[src/rtl/mcc_pc_alu_ctrl.sv]
// Multi-cycle CPU core: program counter, ALU with operand muxes,
// ALU output register and the multi-cycle control FSM.
module mcc_pc_alu_ctrl #(
    parameter int ADDRESS_BUS_WIDTH = 11,
    parameter int DATA_BUS_WIDTH    = 24,
    parameter int IMMEDIATE_WIDTH   = 11,
    parameter int WIDTH_OPCODE      = 4,
    parameter int RESET_ADDR        = 0
) (
    input  logic                         clock,
    input  logic                         reset,
    input  logic [WIDTH_OPCODE-1:0]      opcode,
    input  logic [DATA_BUS_WIDTH-1:0]    rs1_data,
    input  logic [DATA_BUS_WIDTH-1:0]    rs2_data,
    input  logic [IMMEDIATE_WIDTH-1:0]   immediate,
    input  logic [ADDRESS_BUS_WIDTH-1:0] jump_address,
    output logic [ADDRESS_BUS_WIDTH-1:0] pc_addr,
    output logic [DATA_BUS_WIDTH-1:0]    alu_out,
    output logic [DATA_BUS_WIDTH-1:0]    alu_reg_out,
    output logic                         zero,
    output logic                         ir_write,
    output logic                         mem_to_reg,
    output logic                         mem_read_not_write,
    output logic                         mem_select,
    output logic                         reg_write,
    output logic                         halted
);

    localparam int AW = ADDRESS_BUS_WIDTH;
    localparam int DW = DATA_BUS_WIDTH;
    localparam int IW = IMMEDIATE_WIDTH;
    localparam int OW = WIDTH_OPCODE;

    localparam logic [OW-1:0] OP_ADD  = OW'(0);
    localparam logic [OW-1:0] OP_SUB  = OW'(1);
    localparam logic [OW-1:0] OP_AND  = OW'(2);
    localparam logic [OW-1:0] OP_OR   = OW'(3);
    localparam logic [OW-1:0] OP_XOR  = OW'(4);
    localparam logic [OW-1:0] OP_SLT  = OW'(5);
    localparam logic [OW-1:0] OP_ADDI = OW'(6);
    localparam logic [OW-1:0] OP_LW   = OW'(7);
    localparam logic [OW-1:0] OP_SW   = OW'(8);
    localparam logic [OW-1:0] OP_BEQ  = OW'(9);
    localparam logic [OW-1:0] OP_BNE  = OW'(10);
    localparam logic [OW-1:0] OP_JMP  = OW'(11);
    localparam logic [OW-1:0] OP_HALT = OW'(15);

    localparam logic [2:0] ALU_ADD  = 3'd0;
    localparam logic [2:0] ALU_SUB  = 3'd1;
    localparam logic [2:0] ALU_AND  = 3'd2;
    localparam logic [2:0] ALU_OR   = 3'd3;
    localparam logic [2:0] ALU_XOR  = 3'd4;
    localparam logic [2:0] ALU_SLT  = 3'd5;
    localparam logic [2:0] ALU_PASS = 3'd6;
    localparam logic [2:0] ALU_SLL  = 3'd7;

    localparam logic [1:0] B_RS2   = 2'd0;
    localparam logic [1:0] B_ONE   = 2'd1;
    localparam logic [1:0] B_IMM   = 2'd2;
    localparam logic [1:0] B_K1023 = 2'd3;

    localparam logic [1:0] PC_ALU   = 2'd0;
    localparam logic [1:0] PC_AREG  = 2'd1;
    localparam logic [1:0] PC_JUMP  = 2'd2;
    localparam logic [1:0] PC_RESET = 2'd3;

    localparam logic [AW-1:0] RESET_PC = AW'(RESET_ADDR);

    typedef enum logic [3:0] {
        S_FETCH,
        S_DECODE,
        S_EXEC_R,
        S_EXEC_I,
        S_ALU_WB,
        S_MEM_ADDR,
        S_MEM_READ,
        S_MEM_WB,
        S_MEM_WRITE,
        S_BRANCH,
        S_JUMP,
        S_HALT
    } state_e;

    state_e          state_q;
    state_e          state_d;
    logic [AW-1:0]   pc_q;
    logic [AW-1:0]   pc_d;
    logic [DW-1:0]   alu_reg_q;
    logic [DW-1:0]   alu_reg_d;

    logic            pc_write;
    logic [1:0]      pc_src;
    logic            a_sel;
    logic [1:0]      b_sel;
    logic [2:0]      alu_op;

    logic [DW-1:0]   imm_ext;
    logic [DW-1:0]   op_a;
    logic [DW-1:0]   op_b;
    logic [DW-1:0]   alu_res;

    assign imm_ext = {{(DW-IW){immediate[IW-1]}}, immediate};

    // ALU operand selection
    always_comb begin
        op_a = a_sel ? rs1_data : {{(DW-AW){1'b0}}, pc_q};
        op_b = rs2_data;
        case (b_sel)
            B_RS2:   op_b = rs2_data;
            B_ONE:   op_b = DW'(1);
            B_IMM:   op_b = imm_ext;
            B_K1023: op_b = DW'(1023);
            default: op_b = rs2_data;
        endcase
    end

    // ALU function; arithmetic wraps at the data width
    always_comb begin
        alu_res = '0;
        case (alu_op)
            ALU_ADD:  alu_res = op_a + op_b;
            ALU_SUB:  alu_res = op_a - op_b;
            ALU_AND:  alu_res = op_a & op_b;
            ALU_OR:   alu_res = op_a | op_b;
            ALU_XOR:  alu_res = op_a ^ op_b;
            ALU_SLT:  alu_res = {{(DW-1){1'b0}},
                                 $signed(op_a) < $signed(op_b)};
            ALU_PASS: alu_res = op_b;
            ALU_SLL:  alu_res = op_a << op_b[4:0];
            default:  alu_res = '0;
        endcase
    end

    assign alu_out = alu_res;
    assign zero    = (alu_res == '0);

    // Next PC from the PC source mux, gated by pc_write
    always_comb begin
        pc_d = pc_q;
        if (pc_write) begin
            case (pc_src)
                PC_ALU:   pc_d = alu_res[AW-1:0];
                PC_AREG:  pc_d = alu_reg_q[AW-1:0];
                PC_JUMP:  pc_d = jump_address;
                PC_RESET: pc_d = RESET_PC;
                default:  pc_d = pc_q;
            endcase
        end
    end

    // ALU output register captures every cycle
    always_comb begin
        alu_reg_d = alu_res;
    end

    // Control FSM: next state and per-state datapath strobes
    always_comb begin
        state_d            = state_q;
        ir_write           = 1'b0;
        pc_write           = 1'b0;
        pc_src             = PC_ALU;
        a_sel              = 1'b0;
        b_sel              = B_RS2;
        alu_op             = ALU_ADD;
        reg_write          = 1'b0;
        mem_to_reg         = 1'b0;
        mem_select         = 1'b0;
        mem_read_not_write = 1'b1;
        halted             = 1'b0;
        case (state_q)
            S_FETCH: begin
                ir_write = 1'b1;
                b_sel    = B_ONE;
                pc_src   = PC_ALU;
                pc_write = 1'b1;
                state_d  = S_DECODE;
            end
            S_DECODE: begin
                b_sel = B_IMM;
                case (opcode)
                    OP_ADD, OP_SUB, OP_AND,
                    OP_OR, OP_XOR, OP_SLT: state_d = S_EXEC_R;
                    OP_ADDI:               state_d = S_EXEC_I;
                    OP_LW, OP_SW:          state_d = S_MEM_ADDR;
                    OP_BEQ, OP_BNE:        state_d = S_BRANCH;
                    OP_JMP:                state_d = S_JUMP;
                    OP_HALT:               state_d = S_HALT;
                    default:               state_d = S_FETCH;
                endcase
            end
            S_EXEC_R: begin
                a_sel   = 1'b1;
                b_sel   = B_RS2;
                alu_op  = opcode[2:0];
                state_d = S_ALU_WB;
            end
            S_EXEC_I: begin
                a_sel   = 1'b1;
                b_sel   = B_IMM;
                state_d = S_ALU_WB;
            end
            S_ALU_WB: begin
                reg_write = 1'b1;
                state_d   = S_FETCH;
            end
            S_MEM_ADDR: begin
                a_sel   = 1'b1;
                b_sel   = B_IMM;
                state_d = (opcode == OP_LW) ? S_MEM_READ : S_MEM_WRITE;
            end
            S_MEM_READ: begin
                mem_select = 1'b1;
                state_d    = S_MEM_WB;
            end
            S_MEM_WB: begin
                reg_write  = 1'b1;
                mem_to_reg = 1'b1;
                state_d    = S_FETCH;
            end
            S_MEM_WRITE: begin
                mem_select         = 1'b1;
                mem_read_not_write = 1'b0;
                state_d            = S_FETCH;
            end
            S_BRANCH: begin
                a_sel    = 1'b1;
                b_sel    = B_RS2;
                alu_op   = ALU_SUB;
                pc_src   = PC_AREG;
                pc_write = (opcode == OP_BNE) ? ~zero : zero;
                state_d  = S_FETCH;
            end
            S_JUMP: begin
                pc_src   = PC_JUMP;
                pc_write = 1'b1;
                state_d  = S_FETCH;
            end
            S_HALT: begin
                halted  = 1'b1;
                state_d = S_HALT;
            end
            default: state_d = S_FETCH;
        endcase
    end

    // State, PC and ALU output registers
    always_ff @(posedge clock or negedge reset) begin
        if (!reset) begin
            state_q   <= S_FETCH;
            pc_q      <= RESET_PC;
            alu_reg_q <= '0;
        end else begin
            state_q   <= state_d;
            pc_q      <= pc_d;
            alu_reg_q <= alu_reg_d;
        end
    end

    assign pc_addr     = pc_q;
    assign alu_reg_out = alu_reg_q;

endmodule

[config.mk]
export PLATFORM = sky130hd
export DESIGN_NAME = mcc_pc_alu_ctrl
export DESIGN_NICKNAME = d
export VERILOG_FILES = /design/src/rtl/mcc_pc_alu_ctrl.sv
export SDC_FILE = /design/constraint.sdc
export NUM_CORES = 1
export LEC_CHECK = 0
export CAP_MARGIN = 0
export CORE_MARGIN = 2
export CORE_UTILIZATION = 40
export DETAILED_ROUTE_END_ITERATION = 10
export GPL_TIMING_DRIVEN = 0
export PLACE_DENSITY = 0.67
export SYNTH_ARGS = -nofsm -noshare
export SYNTH_HDL_FRONTEND = slang
export SYNTH_SLANG_ARGS = --single-unit
[constraint.sdc]
create_clock -name clock -period 18.04 [get_ports clock]
set_input_delay 3.608 -clock clock [delete_from_list [all_inputs] [get_ports clock]]
set_output_delay 3.608 -clock clock [all_outputs]
set_load 0.1 [all_outputs]
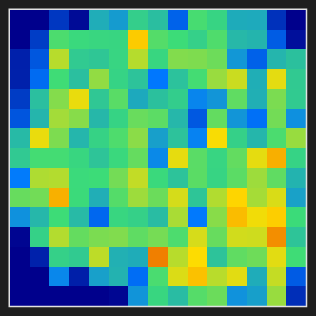
(run_1/util_map.png)
Scale: 2 px per um. The die is cut into 15 by 15 equal tiles; dark blue is low, red is high, 0 to 100% covered.
The fullest tile reaches 86%. The mean over all tiles is 45%. 6.2% of the tiles are nearly empty. The emptiest ninth of the die: bottom left. 4.0% of the tiles are over 75% full.

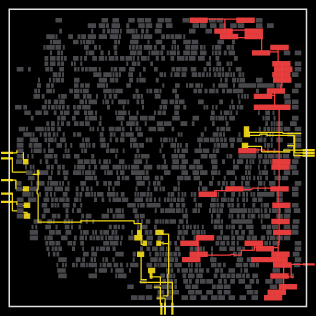
(run_1/port_trees.png)
Scale: 2 px per um.
immediate: drawn in yellow, bits 11, direction input, edge 5 left, 3 bottom, 3 right, end cells 18, buffers 11, wire 395 um. reset: drawn in red, bits 1, direction input, edge right, end cells 39, buffers 1, wire 331 um.

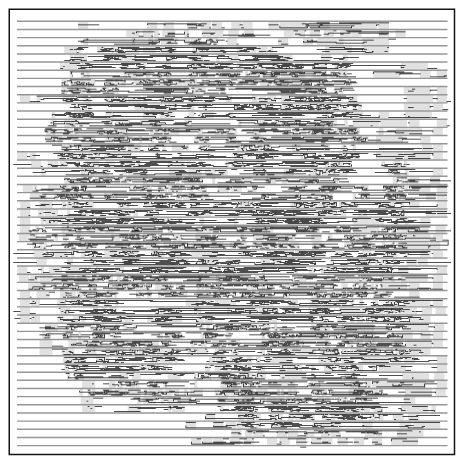
(run_1/m1.png)
Scale: 3 px per um. Supply wires on this layer in grey. Cells faint in the background.
The longest straight run is 57.5 um. The layer carries 15,600 um of wire. The layer holds 40% of the routed length. 1,333 nets have wire on it.

run 1: layer usage:
metal,routed length (um),vias up
li1,-,4698
met2,16800,731
met3,4470,136
met1,15600,4804
met5,0,-
met4,1950,0
run 1: state kept, by name, indices dropped and copies added, names as in the netlist:
register	cells
alu_reg_out	24
pc_addr	11
state_q	4
run 1: cell families after synthesis:
family	after synthesis	synth area share
muxes	57	0.0714
DFF	39	0.118
xor gates and xnor gates	24	0.0254
AOI/OAI and AO/OA	408	0.333
buffers and inverters	164	0.0778
and+or+nand+nor	428	0.258
adders and majority gates	76	0.116
==> Slide: Implementation Results, run 1 <==
Synthesis and Place & Route Summary

Run status
  • Outcome: finished, final reports clean

Worst setup path
  • Critical Path End: zero
  • Buffers and inverters on the worst path: 7
  • Crit Path Max Fanout: 12

CTS
  • Max Buffers Root-to-Sink: 2
  • Hold-fix buffers, CTS: 0
  • Clk latency late pin: 0.29 ns
  • Post CTS Setup Buffer Count: 0

Global routing
  • GR Util met1: 0.458
  • GR Util met3: 0.0639
  • GRT overflow: 0

Final layout
  • Share of cells above drive strength 1: 0.0476
  • Final non-clock buffer share: 0.170
  • Top class by area: multi-input combinational cells
  • Non-clock buffer count in the final layout: 222
  • Logic share of the area: 0.654

Synthesis
  • Top cells by count: 128 x nand2_1, 107 x nor2_1, 102 x a21oi_1, 77 x inv_1, 73 x ha_1
  • Synth Cell Area: 8290 um2
  • Most common reg cell: dfrtp_1
  • Synth Warn #: 0
  • FFs w/ async S/R, synth: 1.00
  • Mapped Cells: 1,196
  • Ys cells: 1,196

STA
  • RSZ-0062 raised after global routing: false
  • Final setup violating endpoints: 0
  • Clock Skews: 0.0124 ns

Floorplanning
  • Die width: 148 um
  • N_taps: 270
  • Row count: 52

Job
  • OpenROAD warning count: 75

Route
  • Routed WL: 38,800 um
  • Initial DRC count: 1,383

Worst hold path
  • WHS Endpoint: pc_addr[5]
==> run_1/placed.png <==
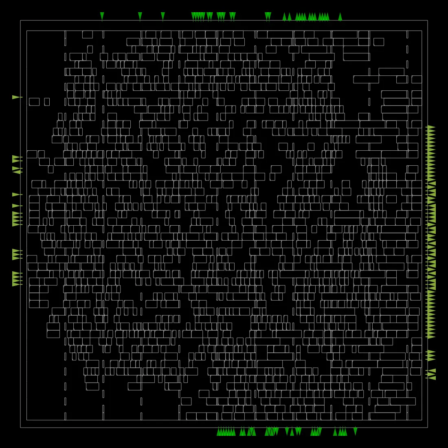

==> run 2: changes to the inputs <==
--- a/config.mk
+++ b/config.mk
@@ -10,7 +10,7 @@
 export CORE_UTILIZATION = 40
 export DETAILED_ROUTE_END_ITERATION = 10
 export GPL_TIMING_DRIVEN = 0
-export PLACE_DENSITY = 0.67
+export PLACE_DENSITY = 0.7
 export SYNTH_ARGS = -nofsm -noshare
 export SYNTH_HDL_FRONTEND = slang
 export SYNTH_SLANG_ARGS = --single-unit
==> constraint.sdc (replaced) <==
create_clock -name clock -period 12.7 [get_ports clock]
set_input_delay 2.54 -clock clock [delete_from_list [all_inputs] [get_ports clock]]
set_output_delay 2.54 -clock clock [all_outputs]
set_load 0.1 [all_outputs]
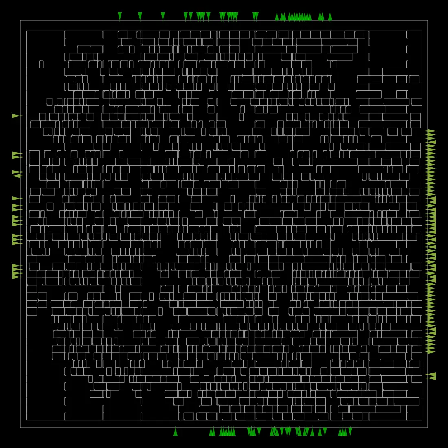
(run_2/placed.png)
Seq area share: 0.0957
final design utilization: 0.502
n_taps: 270

==> run 2 against run 1 <==
Net effect:
- non-clock buffer count unchanged
- final cell count about the same
- global-route usage up 1.2 points
- clock-buffer cell count unchanged
- sequential cell count unchanged
==> Slide: Implementation Results, run 2 <==
Synthesis and Place & Route Summary

Run status
  • Outcome: finished, final reports clean

Final layout
  • Share of cells above drive strength 1: 0.0484

Synthesis
  • Most common reg cell: dfrtp_1
  • Ys cells: 1,196
  • Adder-Cell Fraction of Synth Area: 0.116
  • Top cells by count: 128 x nand2_1, 107 x nor2_1, 102 x a21oi_1, 77 x inv_1, 73 x ha_1
  • FFs w/ async S/R, synth: 1.00
  • And+or+nand+nor area frac: 0.258
  • Mapped Cells: 1,196

Global routing
  • GRT overflow: 0

Route
  • Met3 WL: 4340 um
  • Routed WL: 39,700 um
  • Initial DRC count: 1,374

STA
  • RSZ-0062 raised after global routing: false

Worst setup path
  • Crit Path Max Fanout: 12

CTS
  • Max Buffers Root-to-Sink: 2
  • Hold-fix buffers, CTS: 0
## run 2: cell counts after synthesis
Identical to the previous run, type by type.
## run 2: cell type report
class                      count  area (um2)  area share
timing repair buffer         140        1400       0.137
sequential                    39         976      0.0957
multi-input combinational    993        6670       0.654
clock buffer                   5         125      0.0123
antenna                        1        2.50    0.000245
inverter                      82         308      0.0302
clock inverter                 3        43.8     0.00429
tap                          270         338      0.0331
buffer                        82         337      0.0330
## run 2: through the flow
stage                     setup WS (ns)  hold slack (ns)
final                             0.427            0.573
after global routing              0.104            0.614
after CTS                         0.255            0.575
after detailed placement         -0.316            0.561
after global placement           -0.387            0.560
after floorplan                    1.12            0.604
## run 2: layer usage
layer  vias up  global-route usage
li1       4695                   -
met4         0               0.154
met5         -                   0
met1      4972               0.464
met2       659               0.569
met3       131              0.0660
==> run 3: changes to the inputs <==
--- a/config.mk
+++ b/config.mk
@@ -14,3 +14,4 @@
 export SYNTH_ARGS = -nofsm -noshare
 export SYNTH_HDL_FRONTEND = slang
 export SYNTH_SLANG_ARGS = --single-unit
+export TNS_END_PERCENT = 30
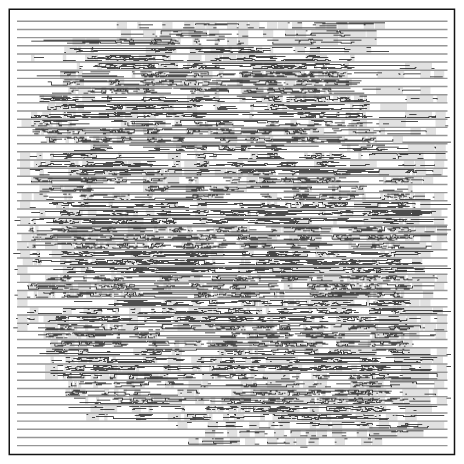
(run_3/m1.png)
Scale: 3 px per um. Supply wires on this layer in grey. Cells faint in the background.
The longest straight run is 72.7 um. The layer holds 40% of the routed length. The layer carries 15,800 um of wire. The wires run mostly horizontal. 1,322 nets have wire on it.

==> run 3 against run 2 <==
Net effect:
- clock-buffer cell count stayed put
- final cell count stayed put
- setup slack stayed put
- synthesized cell count stayed put
==> Slide: Implementation Results, run 3 <==
Synthesis and Place & Route Summary

Synthesis
  • Post-synthesis mux area share: 0.0714
  • And+or+nand+nor area frac: 0.258
  • Ys cells: 1,196
  • Synth Warn #: 0
  • FFs w/ async S/R, synth: 1.00
  • Most common reg cell: dfrtp_1
  • Synth Cell Area: 8290 um2
  • Top cells by count: 128 x nand2_1, 107 x nor2_1, 102 x a21oi_1, 77 x inv_1, 73 x ha_1
  • Ao+oa area frac: 0.333
  • Adder-Cell Fraction of Synth Area: 0.116
  • Top logic family: AND-OR/OR-AND gates

Route
  • Uppermost layer routed: met4
  • Routed WL: 39,700 um
  • Met2 wire len: 17,600 um
  • Met1 wire length: 15,800 um
  • Met3 WL: 4340 um

STA
  • RSZ-0062 raised after global routing: false
  • Post-route setup slack: 0.427 ns
  • Clock Skews: 0.00925 ns
  • Worst hold slack: 0.573 ns

Worst setup path
  • Buffers and inverters on the worst path: 7
  • Crit Path Max Fanout: 12

Final layout
  • Final design utilization: 0.502
  • Register area: 976 um2
  • Comb area: 6670 um2

CTS
  • Hold-fix buffers, CTS: 0
  • Post CTS Setup Buffer Count: 0
  • Max Buffers Root-to-Sink: 2
  • Clk latency late pin: 0.29 ns

Global routing
  • GRT overflow: 0

Place
  • Pre-CTS setup slack: -0.316 ns

Floorplanning
  • Die width: 148 um

Run status
  • Outcome: finished, final reports clean
==> run 3: layout make-up <==
class	instances	area share
Tap cell	270	0.0331
Antenna cell	1	0.000245
Clock inverter	3	0.00429
Sequential cell	39	0.0957
Inverter	82	0.0302
Timing Repair Buffer	140	0.137
Multi-Input combinational cell	993	0.654
Buffer	82	0.0330
Clock buffer	5	0.0123
==> run 3: path summary, 6_finish.rpt <==
check	to	slack [ns]	cells past startpoint	from
max reg2reg	pc_addr[10]	4.58	22	state_q[3]
min	pc_addr[9]	0.57	1	pc_addr[9]
max in group asynchronous	alu_reg_out[15]	9.74	1	reset
min in group asynchronous	pc_addr[2]	2.38	1	reset
min reg2reg	pc_addr[9]	0.57	1	pc_addr[9]
max	zero	0.43	22	immediate[1]
